## config.mk

```make
export PLATFORM = sky130hd
export DESIGN_NAME = fcvt_seq
export DESIGN_NICKNAME = d
export VERILOG_FILES = /design/src/rtl/fcvt_seq.sv
export SDC_FILE = /design/constraint.sdc
export NUM_CORES = 1
export LEC_CHECK = 0
export ABC_AREA = 1
export CORE_ASPECT_RATIO = 2
export CORE_MARGIN = 2
export CORE_UTILIZATION = 50
export CTS_CLUSTER_SIZE = 24
export DETAILED_ROUTE_END_ITERATION = 12
export PLACE_DENSITY = 0.7
export SLEW_MARGIN = 40
export SYNTH_ARGS = -nofsm -noshare
export SYNTH_HDL_FRONTEND = slang
export SYNTH_SLANG_ARGS = --single-unit
export TNS_END_PERCENT = 30
```

## constraint.sdc

```tcl
create_clock -name clk -period 3.7 [get_ports clk]
set_clock_uncertainty 0.05 [all_clocks]
set_input_delay 0.74 -clock clk [delete_from_list [all_inputs] [get_ports clk]]
set_output_delay 0.74 -clock clk [all_outputs]
set_load 0.005 [all_outputs]
```

## src/rtl/fcvt_seq.sv

```systemverilog
// Sequential float<->int converter: single-precision to int32 (ftoi) and int32 to
// single-precision (itof), round to nearest with ties away from zero, one shift per cycle.
module fcvt_seq (
  input  logic        clk,
  input  logic        rstn,
  input  logic        in_valid,
  output logic        in_ready,
  input  logic        in_op,
  input  logic [31:0] in_data,
  output logic        out_valid,
  input  logic        out_ready,
  output logic [31:0] out_data
);

  typedef enum logic [1:0] {IDLE, SHIFT, ROUND, DONE} state_t;

  state_t      state_q, state_d;
  logic [31:0] m_q, m_d;
  logic        g_q, g_d;
  logic        s_q, s_d;
  logic        op_q, op_d;
  logic        left_q, left_d;
  logic [4:0]  n_q, n_d;
  logic [4:0]  nl_q, nl_d;
  logic [31:0] out_q, out_d;

  logic [7:0]  exp_in;
  logic [31:0] abs_val;
  logic [4:0]  lz;
  logic [31:0] mag;
  logic [23:0] frac25;
  logic [7:0]  exp_out;

  assign exp_in = in_data[30:23];
  assign abs_val = in_data[31] ? (~in_data + 32'd1) : in_data;

  // Index of the highest set bit wins, giving the leading-zero count.
  always_comb begin
    lz = 5'd0;
    for (int i = 0; i < 32; i++) begin
      if (abs_val[i]) lz = 5'(31 - i);
    end
  end

  always_comb begin
    state_d = state_q;
    m_d     = m_q;
    g_d     = g_q;
    s_d     = s_q;
    op_d    = op_q;
    left_d  = left_q;
    n_d     = n_q;
    nl_d    = nl_q;
    out_d   = out_q;
    mag     = m_q + {31'd0, g_q};
    frac25  = {1'b0, m_q[30:8]} + {23'd0, m_q[7]};
    exp_out = 8'd158 - {3'd0, nl_q};

    case (state_q)
      IDLE: begin
        if (in_valid) begin
          op_d   = in_op;
          g_d    = 1'b0;
          s_d    = in_data[31];
          left_d = 1'b1;
          n_d    = 5'd0;
          if (in_op) begin
            m_d  = abs_val;
            n_d  = lz;
          end else if (exp_in < 8'd126) begin
            m_d  = 32'd0;
          end else if (exp_in >= 8'd158) begin
            // Negating 0x80000000 leaves it unchanged, so both saturation values fall out of ROUND.
            m_d  = in_data[31] ? 32'h8000_0000 : 32'h7FFF_FFFF;
          end else if (exp_in < 8'd150) begin
            m_d    = {8'd0, 1'b1, in_data[22:0]};
            n_d    = 5'(8'd150 - exp_in);
            left_d = 1'b0;
          end else begin
            m_d  = {8'd0, 1'b1, in_data[22:0]};
            n_d  = 5'(exp_in - 8'd150);
          end
          nl_d    = n_d;
          state_d = (n_d == 5'd0) ? ROUND : SHIFT;
        end
      end
      SHIFT: begin
        if (left_q) begin
          m_d = {m_q[30:0], 1'b0};
        end else begin
          m_d = {1'b0, m_q[31:1]};
          g_d = m_q[0];
        end
        n_d = n_q - 5'd1;
        if (n_q == 5'd1) state_d = ROUND;
      end
      ROUND: begin
        if (!op_q) begin
          out_d = s_q ? (~mag + 32'd1) : mag;
        end else if (!m_q[31]) begin
          out_d = 32'd0;
        end else if (frac25[23]) begin
          out_d = {s_q, exp_out + 8'd1, 23'd0};
        end else begin
          out_d = {s_q, exp_out, frac25[22:0]};
        end
        state_d = DONE;
      end
      DONE: begin
        if (out_ready) state_d = IDLE;
      end
      default: state_d = IDLE;
    endcase
  end

  always_ff @(posedge clk) begin
    if (!rstn) begin
      state_q <= IDLE;
      m_q     <= 32'd0;
      g_q     <= 1'b0;
      s_q     <= 1'b0;
      op_q    <= 1'b0;
      left_q  <= 1'b0;
      n_q     <= 5'd0;
      nl_q    <= 5'd0;
      out_q   <= 32'd0;
    end else begin
      state_q <= state_d;
      m_q     <= m_d;
      g_q     <= g_d;
      s_q     <= s_d;
      op_q    <= op_d;
      left_q  <= left_d;
      n_q     <= n_d;
      nl_q    <= nl_d;
      out_q   <= out_d;
    end
  end

  assign in_ready  = (state_q == IDLE);
  assign out_valid = (state_q == DONE);
  assign out_data  = out_q;

endmodule

```

==> results.sh, run 1 <==
# yosys + openroad results
export IMPL_cp_common_cell="nand2_1"
export IMPL_ys_flops=80
export IMPL_max_slew_margin=0.5529
export IMPL_use_met3=0.03422
export IMPL_hold_path_startpoint="out_data[3]"
export IMPL_mux_share=0
export IMPL_dr_max_layer_used="met4"
export IMPL_postCtsHoldBufs=0
export IMPL_ys_seq_frac=0.2114
export IMPL_dr_first_iter_drc_count=372
export IMPL_met2_usage=0.5485
export IMPL_h_tree_depth=3
export IMPL_clk_path_buf_depth=2
export IMPL_placedInstanceArea_um2=8841
export IMPL_holdPathStages=2
export IMPL_tns_ps=0
export IMPL_critPathArrivalTime_ps=3580
export IMPL_mappedNetlistArea_um2=7577
export IMPL_crit_path_start_kind="register"
export IMPL_port_buffers=70
export IMPL_whs_endpoint="out_data[3]"
export IMPL_required_ps=3870
export IMPL_synth_warnings=0
export IMPL_finalWeightedCongestion=0.9490
export IMPL_r2r_end="out_data[31]"
export IMPL_vdd_drop_max_v=0.0002486
export IMPL_status="finished clean"
export IMPL_p_leak_nw=4.163
export IMPL_hpwlAfterDp_mm=18.31
export IMPL_ant_nets=0
export IMPL_top_cell_area_share=0.2114
export IMPL_met3WireLength_um=678
export IMPL_fp_util=0.5113
export IMPL_setup_viol=0
export IMPL_synth_cells=1226
export IMPL_fin_crit_ps=3405
export IMPL_grt_max_degree=59
export IMPL_rrSetupSlack_ps=300
export IMPL_die_w_um=91.05
export IMPL_ys_cells=1226
export IMPL_hold_viol=0
export IMPL_ys_sh_adder=0.02972
export IMPL_die_h_um=178.1
export IMPL_vias=8534
export IMPL_edf_count=0
export IMPL_xor_area_frac=0.06853
export IMPL_crit_chain="ha_1 -> ha_1 -> nand2_1 -> inv_2 -> nand2_1 -> nor2_2 -> inv_2 -> nor2_4 -> nand2_2 -> nor3_1 -> nand3_1 -> nor2_1 -> nand3_1 -> xor2_1 -> nand2_1 -> nor2_1 -> nand4_1 -> or3b_1 -> nand2_1 -> nand2_1 -> nand3_1 -> a31oi_1"
export IMPL_common_cells="243 x nand2_1, 159 x inv_1, 121 x o21ai_0, 102 x nor2_1, 80 x dfxtp_1"
export IMPL_num_antenna_cells=0
export IMPL_std_cell_rows=63
export IMPL_grt_usage=0.2848
export IMPL_top_cell="nand2_1"
export IMPL_layout_top_cells="243 x nand2_1, 154 x inv_1, 119 x o21ai_0, 96 x nor2_1, 79 x dfxtp_1"
export IMPL_synth_largest_area_cell="dfxtp_1"
export IMPL_grt_pass1_wl_mm=37.65
export IMPL_r2r_cells=22
export IMPL_layout_top_cell="nand2_1"
export IMPL_slew_violations=0
export IMPL_topCellsByArea="dfxtp_1 21%, nand2_1 12%, o21ai_0 8.0%"
export IMPL_crit_path_end_kind="register"
export IMPL_path_class="register to register"
export IMPL_power_density_nw_per_um2=583.0
export IMPL_wirelength_met1_mm=8.818
export IMPL_warnings=33
export IMPL_simple_gate_area_frac=0.3091
export IMPL_ys_top_logic_family="simple AND/OR/NAND/NOR gates"
export IMPL_groute_layer_met1_usage=0.3006
export IMPL_route_met2_wl_mm=12.31
export IMPL_crit_path_max_incr_delay_ps=440
export IMPL_async_reset_ff_frac=0
export IMPL_drc=0
export IMPL_die_area_um2=16210
export IMPL_wl_per_cell_um=14.99
export IMPL_ios=71
export IMPL_cpMaxStageDelayCell="or3b_1"
export IMPL_fp_nets=1281
export IMPL_drt_total_wl_mm=22.82
export IMPL_final_nets=1378
export IMPL_utilization=0.6283
export IMPL_ys_types=51
export IMPL_hold_path_class="register to register"
export IMPL_via_per_inst=5.607
export IMPL_syn_to_final_growth_pct=22.87
[run 1: report_power, final]
group | total, W | switching [W] | internal, W
Sequential | 0.00156 | 0.000357 | 0.00120
Combinational | 0.00295 | 0.00175 | 0.00120
Clock | 0.000916 | 0.000379 | 0.000537
Total | 0.00543 | 0.00249 | 0.00294
[run 1: worst max path at each step]
stage               start           end  slack (ps)
3_3_place_gp   in_data[0]    state_q[0]        -200
2_1_floorplan  in_data[0]    state_q[0]         450
3_5_place_dp   in_data[0]    state_q[0]        -290
5_1_grt        in_data[6]    state_q[0]         -10
4_1_cts        in_data[0]    state_q[0]          80
6_report           m_q[0]  out_data[31]         300
[run 1: sequential cells by signal (all words and copies together), names as in the netlist]
register	flops
s_q	1
state_q	2
m_q	32
nl_q	5
g_q	1
out_data	32
left_q	1
op_q	1
n_q	5
[run 1: metrics by stage]
step,total power [W],worst slack (ps),instances,hold slack [ps]
floorplan,0.003492,445.8,1226,403.4
CTS,0.005380,79.06,1519,439.2
global placement,0.004408,-203.7,1504,412.3
finish,0.005428,295.3,1522,436.6
detailed placement,0.004463,-289.1,1504,424.7
global route,0.005871,-11.93,1522,463.5
[run 1: cell type report]
type,count,area (um^2)
Inverter,175,656.9
Clock inverter,5,56.30
Tap cell,195,244.0
Timing Repair Buffer,147,1294
Multi-Input combinational cell,910,5218
Fill cell,1515,5509
Sequential cell,80,1603
Clock buffer,10,239.0
[run 1: critical path, delay by kind of cell (launching register included)]
kind / cells / cell delay, ps
DFF: 1 / 350
and+or+nand+nor: 16 / 2030
buffers and inverters: 2 / 120
xor gates and xnor gates: 1 / 280
AOI/OAI and AO/OA: 1 / 80
adders and majority gates: 2 / 360
[run 1: repair_timing]
item	CTS	global route
resized	0	42
buffers inserted	0	3
endpoints found under the setup margin	0	17
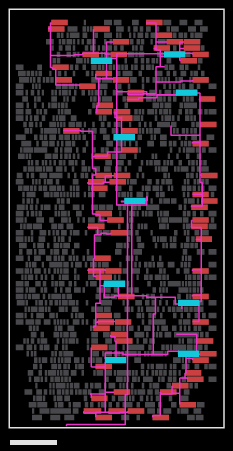
(run_1/clock_wires.png)
Bar = 20 um.
[clock-net drivers] cyan | count: 9
[flip-flops] red | count: 80
[clock wires] magenta | length: 1,190 um
routed clock nets: 10
worst-skew pair later-pin latency: 360 ps
P_clk: 0.000916 W
clock share of power: 0.169

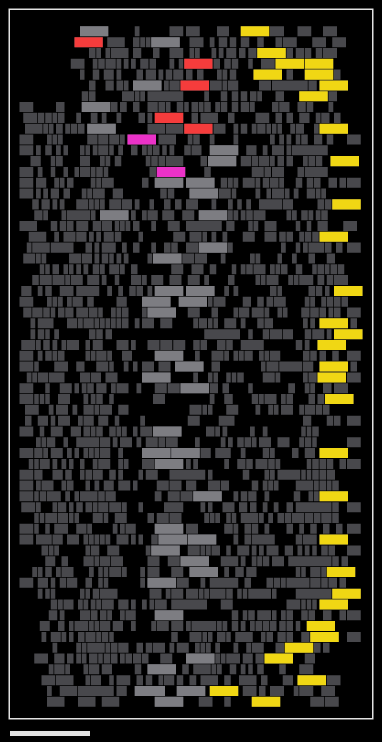
(run_1/ff_map.png)
Bar = 20 um. Other sequential cells in the stronger grey, the rest of the logic in the fainter grey.
| name in the netlist | colour | flops |
|---|---|---|
| out_data | yellow | 32 |
| state_q | magenta | 2 |
| nl_q | red | 5 |
not coloured: 41

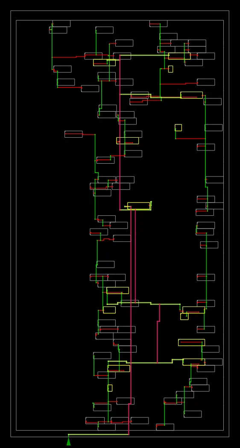
(run_1/clock_nets.png)
Sink Count: 80
clk_buf instances: 10
registers: 80
CTS Buf Count: 9

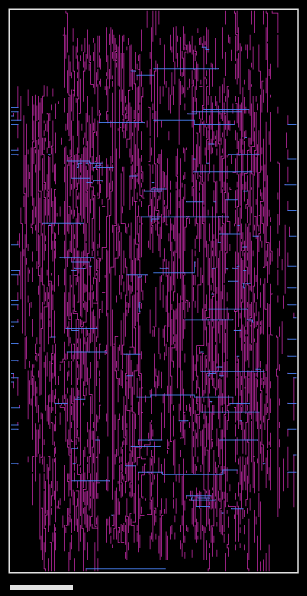
(run_1/layers.png)
Bar = 20 um. Only two layers are drawn.
| layer | colour | wire length |
|---|---|---|
| M2 | magenta | 12,300 um |
| M3 | blue | 678 um |

==> run_1/class_map.png <==
Fill, decap, tap and diode cells in grey.
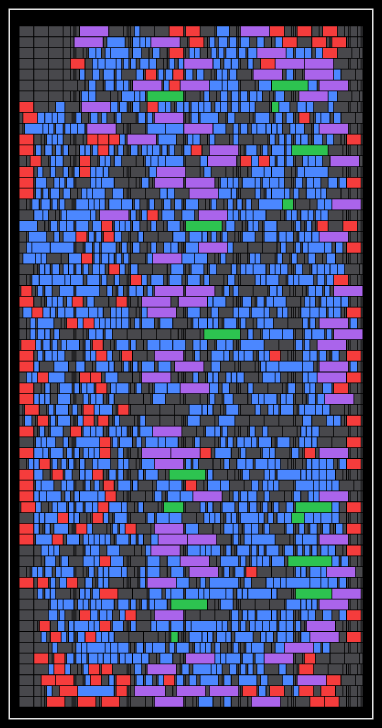

==> run 2: changes to the inputs <==
==> constraint.sdc (replaced) <==
create_clock -name clk -period 4 [get_ports clk]
set_clock_uncertainty 0.05 [all_clocks]
set_input_delay 0.8 -clock clk [delete_from_list [all_inputs] [get_ports clk]]
set_output_delay 0.8 -clock clk [all_outputs]
set_load 0.005 [all_outputs]
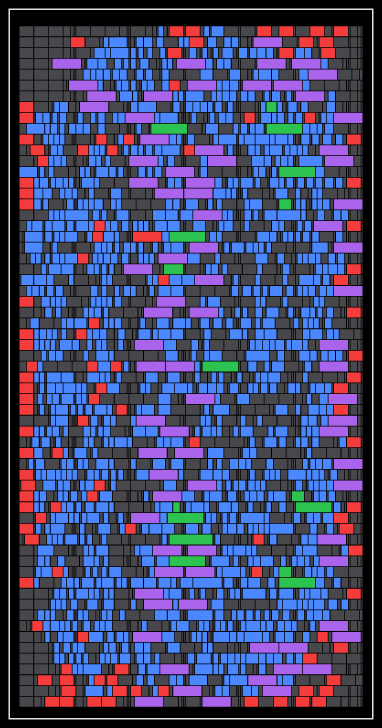
(run_2/class_map.png)
Fill, decap, tap and diode cells in grey.
| class | colour | cells | share of their area |
|---|---|---|---|
| remaining logic cells | blue | 1,085 | 66% |
| clock drivers and dummy loads | green | 16 | 3.5% |
| remaining buffers and delay cells | red | 111 | 12% |
| registers | purple | 80 | 18% |
final core occ: 0.6027
Finished Cell Area: 8931 um^2
core box area: 14,820 um^2
sequential cell area share: 0.1793

==> results.sh, run 2 <==
# yosys + openroad results
export IMPL_status="finished clean"
export IMPL_cts_num_sinks=80
export IMPL_ant_nets=0
export IMPL_ys_types=51
export IMPL_power_density_nw_per_um2=555.2
export IMPL_cts_tree="built"
export IMPL_drt_total_wl_mm=22.55
export IMPL_die_h_um=178.1
export IMPL_top_cell_area_share=0.2114
export IMPL_placedInstanceArea_um2=8596
export IMPL_fin_ws_ps=330.6
export IMPL_cts_buffers_inserted=9
export IMPL_via_per_inst=5.633
export IMPL_tns_ps=0
export IMPL_p_leak_nw=3.927
export IMPL_drc=0
export IMPL_dr_first_iter_drc_count=372
export IMPL_common_cells="243 x nand2_1, 159 x inv_1, 121 x o21ai_0, 102 x nor2_1, 80 x dfxtp_1"
export IMPL_layout_top_cells="243 x nand2_1, 158 x inv_1, 121 x o21ai_0, 102 x nor2_1, 80 x dfxtp_1"
export IMPL_postCtsHoldBufs=0
export IMPL_vdd_drop_max_v=0.0002506
export IMPL_crit_family="simple AND/OR/NAND/NOR gates"
export IMPL_final_cells=1487
export IMPL_edf_count=0
export IMPL_hpwlAfterDp_mm=18.29
export IMPL_fp_util=0.5113
export IMPL_slew_violations=0
export IMPL_place_ws_ps=-138.4
export IMPL_ios=71
export IMPL_finalWeightedCongestion=0.9253
export IMPL_setup_viol=0
export IMPL_ys_top_logic_family="simple AND/OR/NAND/NOR gates"
export IMPL_wl_per_cell_um=15.17
export IMPL_syn_to_final_growth_pct=17.87
export IMPL_simple_gate_area_frac=0.3091
export IMPL_cpMaxStageDelayCell="clkdlybuf4s50_1"
export IMPL_warnings=33
export IMPL_max_slew_margin=0.5409
export IMPL_cp_num_buf_inv=4
export IMPL_h_tree_depth=3
export IMPL_async_reset_ff_frac=0
export IMPL_vias=8377
export IMPL_top_cell="nand2_1"
export IMPL_fp_nets=1281
export IMPL_die_area_um2=16210
export IMPL_synthAoiAreaFrac=0.2630
export IMPL_topCellsByArea="dfxtp_1 21%, nand2_1 12%, o21ai_0 8.0%"
export IMPL_final_nets=1342
export IMPL_mappedNetlistArea_um2=7577
export IMPL_synth_largest_area_cell="dfxtp_1"
export IMPL_layout_top_cell="nand2_1"
export IMPL_num_antenna_cells=0
export IMPL_path_class="input port to register"
export IMPL_required_ps=4230
export IMPL_ys_cells=1226
export IMPL_cp_common_cell="nand2_1"
export IMPL_grt_max_degree=59
export IMPL_clk_path_buf_depth=2
export IMPL_critPathArrivalTime_ps=3900
export IMPL_grt_pass1_wl_mm=37.74
export IMPL_hold_worst_slack_ps=435.9
export IMPL_crit_path_end_kind="register"
export IMPL_crit_path_max_incr_delay_ps=420
export IMPL_ys_seq_frac=0.2114
export IMPL_die_w_um=91.05
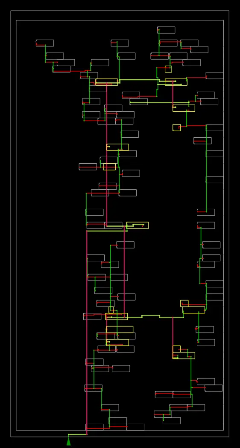
(run_2/clock_nets.png)
worst-skew pair later-pin latency: 350 ps
P_clk: 0.000854 W

## run 2: cell counts after synthesis
Identical to the previous run, type by type.
## run 2: timing repair
item | CTS | global route
resized | 0 | 5
setup endpoints to repair | 0 | 9
buffers inserted | 0 | 1
## run 2: cell type report
type / count / area, um^2
Clock buffer: 10 / 239.0
Clock inverter: 6 / 68.82
Timing Repair Buffer: 111 / 1021
Tap cell: 195 / 244.0
Inverter: 175 / 656.9
Multi-Input combinational cell: 910 / 5100
Sequential cell: 80 / 1602
Fill cell: 1531 / 5888
## run 2: layer usage
metal / vias up / track usage / routed length [um]
met1: 3833 / 0.3042 / 8811
li1: 4284 / - / -
met3: 55 / 0.02239 / 587
met2: 205 / 0.5540 / 12230
met4: 0 / 0.1376 / 929
met5: - / 0 / 0
## run 2: worst paths after layout
path | cells after the start | endpoint | from | slack, ps
max | 25 | state_q[0] | in_data[0] | 330
min | 2 | out_data[3] | out_data[3] | 440
max reg2reg | 25 | out_data[29] | m_q[0] | 460
min reg2reg | 2 | out_data[3] | out_data[3] | 440
## run 2: cell families (layout without fill, tap and decap cells)
logic type | Yosys count | after routing
AOI/OAI and AO/OA | 323 | 323
xor gates and xnor gates | 55 | 55
adders and majority gates | 18 | 18
buffers and inverters | 236 | 302
DFF | 80 | 80
and+or+nand+nor | 514 | 514
## run 2: tightest hold or removal path, cell delays in order, from the launching register on
cell,delay [ps]
dfxtp_1,330
o211ai_1,80
inv_1,50
## run 2: power breakdown
part / internal [W] / leakage (nW) / switching, W / total, W
Clock: 0.000502 / 0.149 / 0.000352 / 0.000854
Sequential: 0.00111 / 0.659 / 0.000341 / 0.00146
Combinational: 0.00106 / 3.12 / 0.00159 / 0.00265
Power is estimated from default activity; no workload was simulated.
